==> src/rtl/bpu_update_ctrl.sv <==
// bpu_update_ctrl: merges two branch-resolution ports into one BPU update bundle,
// issuing oldest-first flush redirects and FIFO-buffered BTB/LPHT training writes.
module bpu_update_ctrl #(
   parameter int FIFO_DEPTH      = 4,
   parameter int LPHT_ADDR_WIDTH = 8,
   parameter int CNT_WIDTH       = 16
) (
   input  logic                       clk,
   input  logic                       rst_n,
   input  logic                       r0_valid,
   input  logic [29:0]                r0_pc,
   input  logic [29:0]                r0_target,
   input  logic [1:0]                 r0_br_type,
   input  logic                       r0_taken,
   input  logic [1:0]                 r0_lphr,
   input  logic [LPHT_ADDR_WIDTH-1:0] r0_lphr_index,
   input  logic                       r0_mispredict,
   input  logic                       r1_valid,
   input  logic [29:0]                r1_pc,
   input  logic [29:0]                r1_target,
   input  logic [1:0]                 r1_br_type,
   input  logic                       r1_taken,
   input  logic [1:0]                 r1_lphr,
   input  logic [LPHT_ADDR_WIDTH-1:0] r1_lphr_index,
   input  logic                       r1_mispredict,
   output logic                       upd_flush,
   output logic                       upd_btb_update,
   output logic                       upd_lpht_update,
   output logic [29:0]                upd_pc,
   output logic [29:0]                upd_br_target,
   output logic [1:0]                 upd_br_type,
   output logic                       upd_br_taken,
   output logic [1:0]                 upd_lphr,
   output logic [LPHT_ADDR_WIDTH-1:0] upd_lphr_index,
   output logic [CNT_WIDTH-1:0]       drop_cnt,
   output logic [$clog2(FIFO_DEPTH):0] fifo_level
);
   localparam int AW = $clog2(FIFO_DEPTH);
   localparam int LW = AW + 1;
   typedef struct packed {
      logic [29:0]                pc;
      logic [29:0]                tgt;
      logic [1:0]                 typ;
      logic                       tkn;
      logic [1:0]                 lphr;
      logic [LPHT_ADDR_WIDTH-1:0] idx;
   } ent_t;
   ent_t                 r_mem [FIFO_DEPTH];
   logic [AW-1:0]        r_rptr, r_wptr;
   logic [LW-1:0]        r_level;
   logic [CNT_WIDTH-1:0] r_drop;
   logic                 r_flush;
   logic [29:0]          r_flush_tgt;
   logic                 w_live0, w_live1, w_mis0, w_mis1, w_ent0, w_ent1;
   logic                 w_pop, w_fit0, w_fit1;
   logic [LW:0]          w_free;
   logic [1:0]           w_npush, w_ndrop;
   logic [CNT_WIDTH:0]   w_drop_sum;
   ent_t                 w_e0, w_e1, w_head;
   always_comb begin
      w_live0    = r0_valid && !r_flush;
      w_live1    = r1_valid && !r_flush && !(w_live0 && r0_mispredict);
      w_mis0     = w_live0 && r0_mispredict;
      w_mis1     = w_live1 && r1_mispredict;
      w_ent0     = w_live0 && (r0_br_type == 2'd0 || r0_taken);
      w_ent1     = w_live1 && (r1_br_type == 2'd0 || r1_taken);
      w_e0       = '{r0_pc, r0_target, r0_br_type, r0_taken, r0_lphr, r0_lphr_index};
      w_e1       = '{r1_pc, r1_target, r1_br_type, r1_taken, r1_lphr, r1_lphr_index};
      w_head     = r_mem[r_rptr];
      w_pop      = (r_level != '0) && !r_flush;
      // free slots include the one released by this cycle's pop
      w_free     = (LW+1)'(FIFO_DEPTH) - {1'b0, r_level} + (LW+1)'(w_pop);
      w_fit0     = w_ent0 && (w_free != '0);
      w_fit1     = w_ent1 && (w_free > (LW+1)'(w_ent0));
      w_npush    = {1'b0, w_fit0} + {1'b0, w_fit1};
      w_ndrop    = {1'b0, w_ent0 && !w_fit0} + {1'b0, w_ent1 && !w_fit1};
      w_drop_sum = {1'b0, r_drop} + (CNT_WIDTH+1)'(w_ndrop);
   end
   always_ff @(posedge clk) begin
      if (w_fit0) r_mem[r_wptr] <= w_e0;
      if (w_fit1) r_mem[w_fit0 ? r_wptr + AW'(1) : r_wptr] <= w_e1;
   end
   always_ff @(posedge clk or negedge rst_n) begin
      if (!rst_n) begin
         r_rptr      <= '0;
         r_wptr      <= '0;
         r_level     <= '0;
         r_drop      <= '0;
         r_flush     <= 1'b0;
         r_flush_tgt <= '0;
      end else begin
         r_rptr      <= r_rptr + AW'(w_pop);
         r_wptr      <= r_wptr + AW'(w_npush);
         r_level     <= r_level + LW'(w_npush) - LW'(w_pop);
         r_drop      <= w_drop_sum[CNT_WIDTH] ? '1 : w_drop_sum[CNT_WIDTH-1:0];
         r_flush     <= w_mis0 || w_mis1;
         r_flush_tgt <= w_mis0 ? r0_target : r1_target;
      end
   end
   always_comb begin
      upd_flush       = r_flush;
      upd_btb_update  = w_pop && w_head.tkn;
      upd_lpht_update = w_pop && (w_head.typ == 2'd0);
      upd_pc          = w_pop ? w_head.pc : '0;
      upd_br_target   = r_flush ? r_flush_tgt : (w_pop ? w_head.tgt : '0);
      upd_br_type     = w_pop ? w_head.typ : '0;
      upd_br_taken    = w_pop && w_head.tkn;
      upd_lphr        = w_pop ? w_head.lphr : '0;
      upd_lphr_index  = w_pop ? w_head.idx : '0;
      drop_cnt        = r_drop;
      fifo_level      = r_level;
   end
endmodule
==> config.mk <==
export PLATFORM = sky130hd
export DESIGN_NAME = bpu_update_ctrl
export DESIGN_NICKNAME = d
export VERILOG_FILES = /design/src/rtl/bpu_update_ctrl.sv
export SDC_FILE = /design/constraint.sdc
export NUM_CORES = 1
export LEC_CHECK = 0
export CAP_MARGIN = 20
export CORE_ASPECT_RATIO = 0.5
export CORE_MARGIN = 2
export CORE_UTILIZATION = 45
export CTS_BUF_LIST = sky130_fd_sc_hd__clkbuf_4
export DETAILED_ROUTE_END_ITERATION = 10
export HOLD_SLACK_MARGIN = 0.12
export PLACE_DENSITY = 0.67
export RECOVER_POWER = 100
export SYNTH_ARGS = -nofsm -noshare
export SYNTH_HDL_FRONTEND = slang
export SYNTH_SLANG_ARGS = --single-unit
==> constraint.sdc <==
create_clock -name clk -period 10 [get_ports clk]
set_clock_uncertainty 0.2 [all_clocks]
set_input_delay 3 -clock clk [delete_from_list [all_inputs] [get_ports clk]]
set_output_delay 3 -clock clk [all_outputs]
set_load 0.02 [all_outputs]
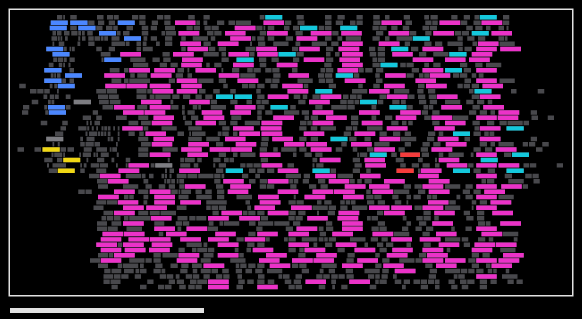
*Sequential cells grouped by signal name*
Bar = 100 µm.
r_mem: in magenta, placed flops 292. r_flush_tgt: in cyan, placed flops 30. r_rptr: in red, placed flops 2. drop_cnt: in blue, placed flops 16, where upper left. fifo_level: in yellow, placed flops 3.
Another 3 sequential cells are not coloured.

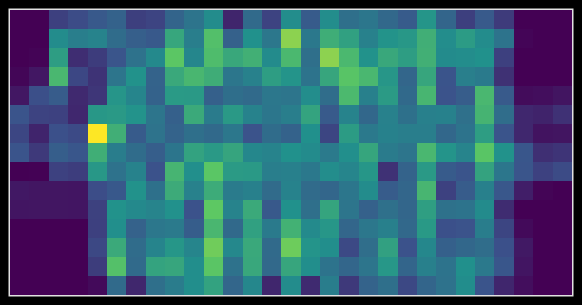
*Wire density map*
The die is cut into 29 by 15 equal tiles; dark purple is low, yellow is high, scaled to the fullest tile. Values are wire area over tile area, all layers added.
12% of the tiles are nearly empty. The fullest tile reaches 0.47. The densest ninth of the die: top centre. The mean over all tiles is 0.16. 23% of the tiles are over half the peak.

==> impl_metrics.yaml <==
# synthesis and place-and-route metrics
sta:
  period_needed_ns: 7.96
  fmax_ghz: 0.126
  period_used_pct: 79.6
  hold_viol: 0
  setup_tns_ns: 0
  report.final.slew_viol_count: 468
  setup_viol: 0
  rsz0062_at_grt: "false"
  hold_ws_ns: 0.329
  tightest_slew_ns: 3.78
  relSlewSlack_pct: -152
logic_synthesis:
  synth_area_mm2: 0.0183
  ys.flops: 346
  top_area_cell: "edfxtp_1"
  ys_seq_share_pct: 55.3
  synth-edff-count: 292
  netlist_logic_family_top: "multiplexers"
  async_flop_share_pct: 15.6
  syn_nets: 1172
  yosysWarnings: 0
  synth-simple-area-share_pct: 3.15
  synthXorXnorAreaFrac_pct: 0.574
  synthCells: 1004
  yosys_cells: 1004
  yosys-stat-area_mm2: 0.0183
critical_path:
  crit_end: "upd_lpht_update"
  path_class: "reg -> out"
  path_buffers: 2
  required_ns: 6.80
  cp-startpoint: "r_rptr[0]"
  critPathTopFamily: "buffers and inverters"
  crit_chain: "clkbuf_2, mux4_2, nor3_1, dlygate4sd3_1"
  ff2ff_path_depth: 10
  cp.arrival_ns: 4.76
  reg2reg_from: "upd_flush"
  cp_slowest_cell: "clkbuf_2"
  r2r_slack_ns: 3.02
drt:
  routedWlPerCell_um: 23.4
  route.met2.wl_um: 23400
  drt_iter0_markers: 791
  top_layer: "met4"
  wirelength_um: 44600
  num_vias: 10200
  ant_nets: 0
  wl_met3_um: 1660
  wl_met1_um: 18300
  first_pass_iters: 5
outcome:
  violations: "max-capacitance violations, max-slew violations"
  status: "complete, but fails checks"
layout:
  nets: 1459
  largest_reg_flops: 292
  top_register: "r_mem"
  fin_area_mm2: 0.0215
  layout-drive-gt1-share_pct: 26.4
global_routing:
  grt_overflow: 0
  antenna_found_initial: 8
  use_met3_pct: 4.11
  top_usage_layer: "met2"
  grt_pass1_wl_um: 66900
  gr-usage-met1_pct: 25.0
pwr:
  internal_power_mw: 3.50
  combinationalPowerShare_pct: 37.0
  ir_worst_vdd_v: 0.000114
  clkPwrFrac_pct: 24.6
  p_sw_share_pct: 33.0
  p_per_area_mw_per_mm2: 242
place:
  placed_cell_area_mm2: 0.0212
  io_buffers: 246
  gp_congestion: 0.764
  dp_hpwl_um: 25600
cts:
  holdBufCountCts: 0
  cts_setup_buffers: 0
  cts_max_path_buffers: 3
  cts_resized: 0
  cts_sinks: 346
  numCtsBuffers: 85
  htreeDepth: 3
  cts-root-buf: "clkbuf_4"
floorplan:
  io_pins: 247
  die_h_um: 147
  fp-utilization_pct: 45.4
  die-area_mm2: 0.0424
  rows: 52
  fp.dieW_um: 289
  coreArea_mm2: 0.0403
min_path:
  holdPathStages: 1
  holdCritPathClass: "reg -> reg"
flow_run:
  warnings: 30
  drv_cap: 12
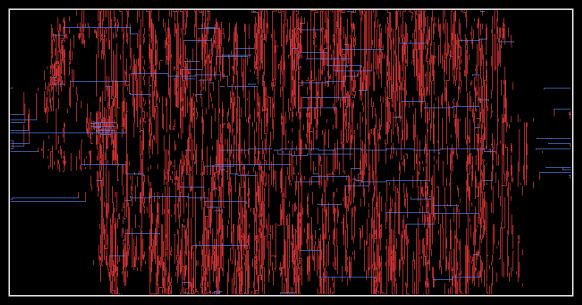
*Routed metal, one colour a layer*
Only two layers are drawn.
met3: in blue, wire length 1660 µm. met2: in red, wire length 23.4 mm.

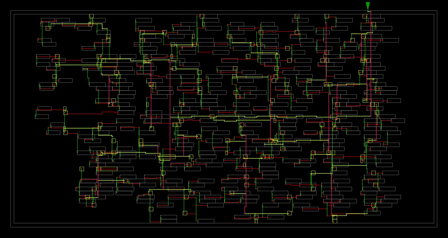
*The clock network*
sequential cell count: 346
P_clk: 1.28 mW

==> cells in the final DEF, fill, tap and decap left out, types with 3 or more instances in the layout <==
master / instances
o21ai_0: 4
edfxtp_1: 292
mux4_2: 73
mux2_2: 59
nand3_1: 9
o21ai_4: 4
xor2_1: 6
nand2_1: 19
clkinv_2: 3
clkbuf_2: 5
clkdlybuf4s50_1: 152
a21oi_1: 7
inv_1: 13
a22o_1: 30
bufinv_16: 3
ha_1: 14
diode_2: 9
dfrtp_1: 53
nor2_1: 11
clkbuf_4: 136
clkinv_1: 16
dlygate4sd3_1: 93
buf_12: 4
mux2_1: 200
and2_1: 44
and4_1: 3
a32oi_1: 4
xnor2_1: 6
mux2_4: 63
nor3_1: 4
buf_4: 3
and3_1: 3
==> final cells by class <==
| cell class | count | area (µm²) |
|---|---|---|
| antenna | 9 | 22.5 |
| timing repair buffer | 260 | 2590 |
| clock inverter | 21 | 161 |
| fill | 3421 | 18700 |
| sequential | 346 | 10100 |
| tap | 540 | 676 |
| clock buffer | 136 | 1020 |
| inverter | 15 | 56.3 |
| multi-input combinational | 583 | 6880 |
==> through the flow <==
stage                     utilization (%)  total power, mW  instances  worst slack, ns
after floorplan                         -             3.41       1004             1.61
after global placement               52.6             4.16       1744             2.65
after detailed placement             52.6             4.19       1744             2.55
after CTS                            55.6             5.48       1901             2.86
after global routing                 53.5             5.48       1908             1.62
final                                53.5             5.22       1910             2.04
==> cell usage after synthesis (3+ instances only) <==
cell      number
nand3_1        9
edfxtp_1     292
inv_1         13
dfrtp_1       54
mux2_2        62
xnor2_1        6
nand2_1       19
mux4_2        73
buf_1          9
a32oi_4        4
mux2_4       260
and2_1        44
and4_1         3
clkbuf_1      21
and3_1         3
nor2_1        11
buf_6         28
o21ai_0        8
ha_1          14
a21oi_1        7
xor2_1         6
a22o_1        30
Power and IR drop assume default switching activity.
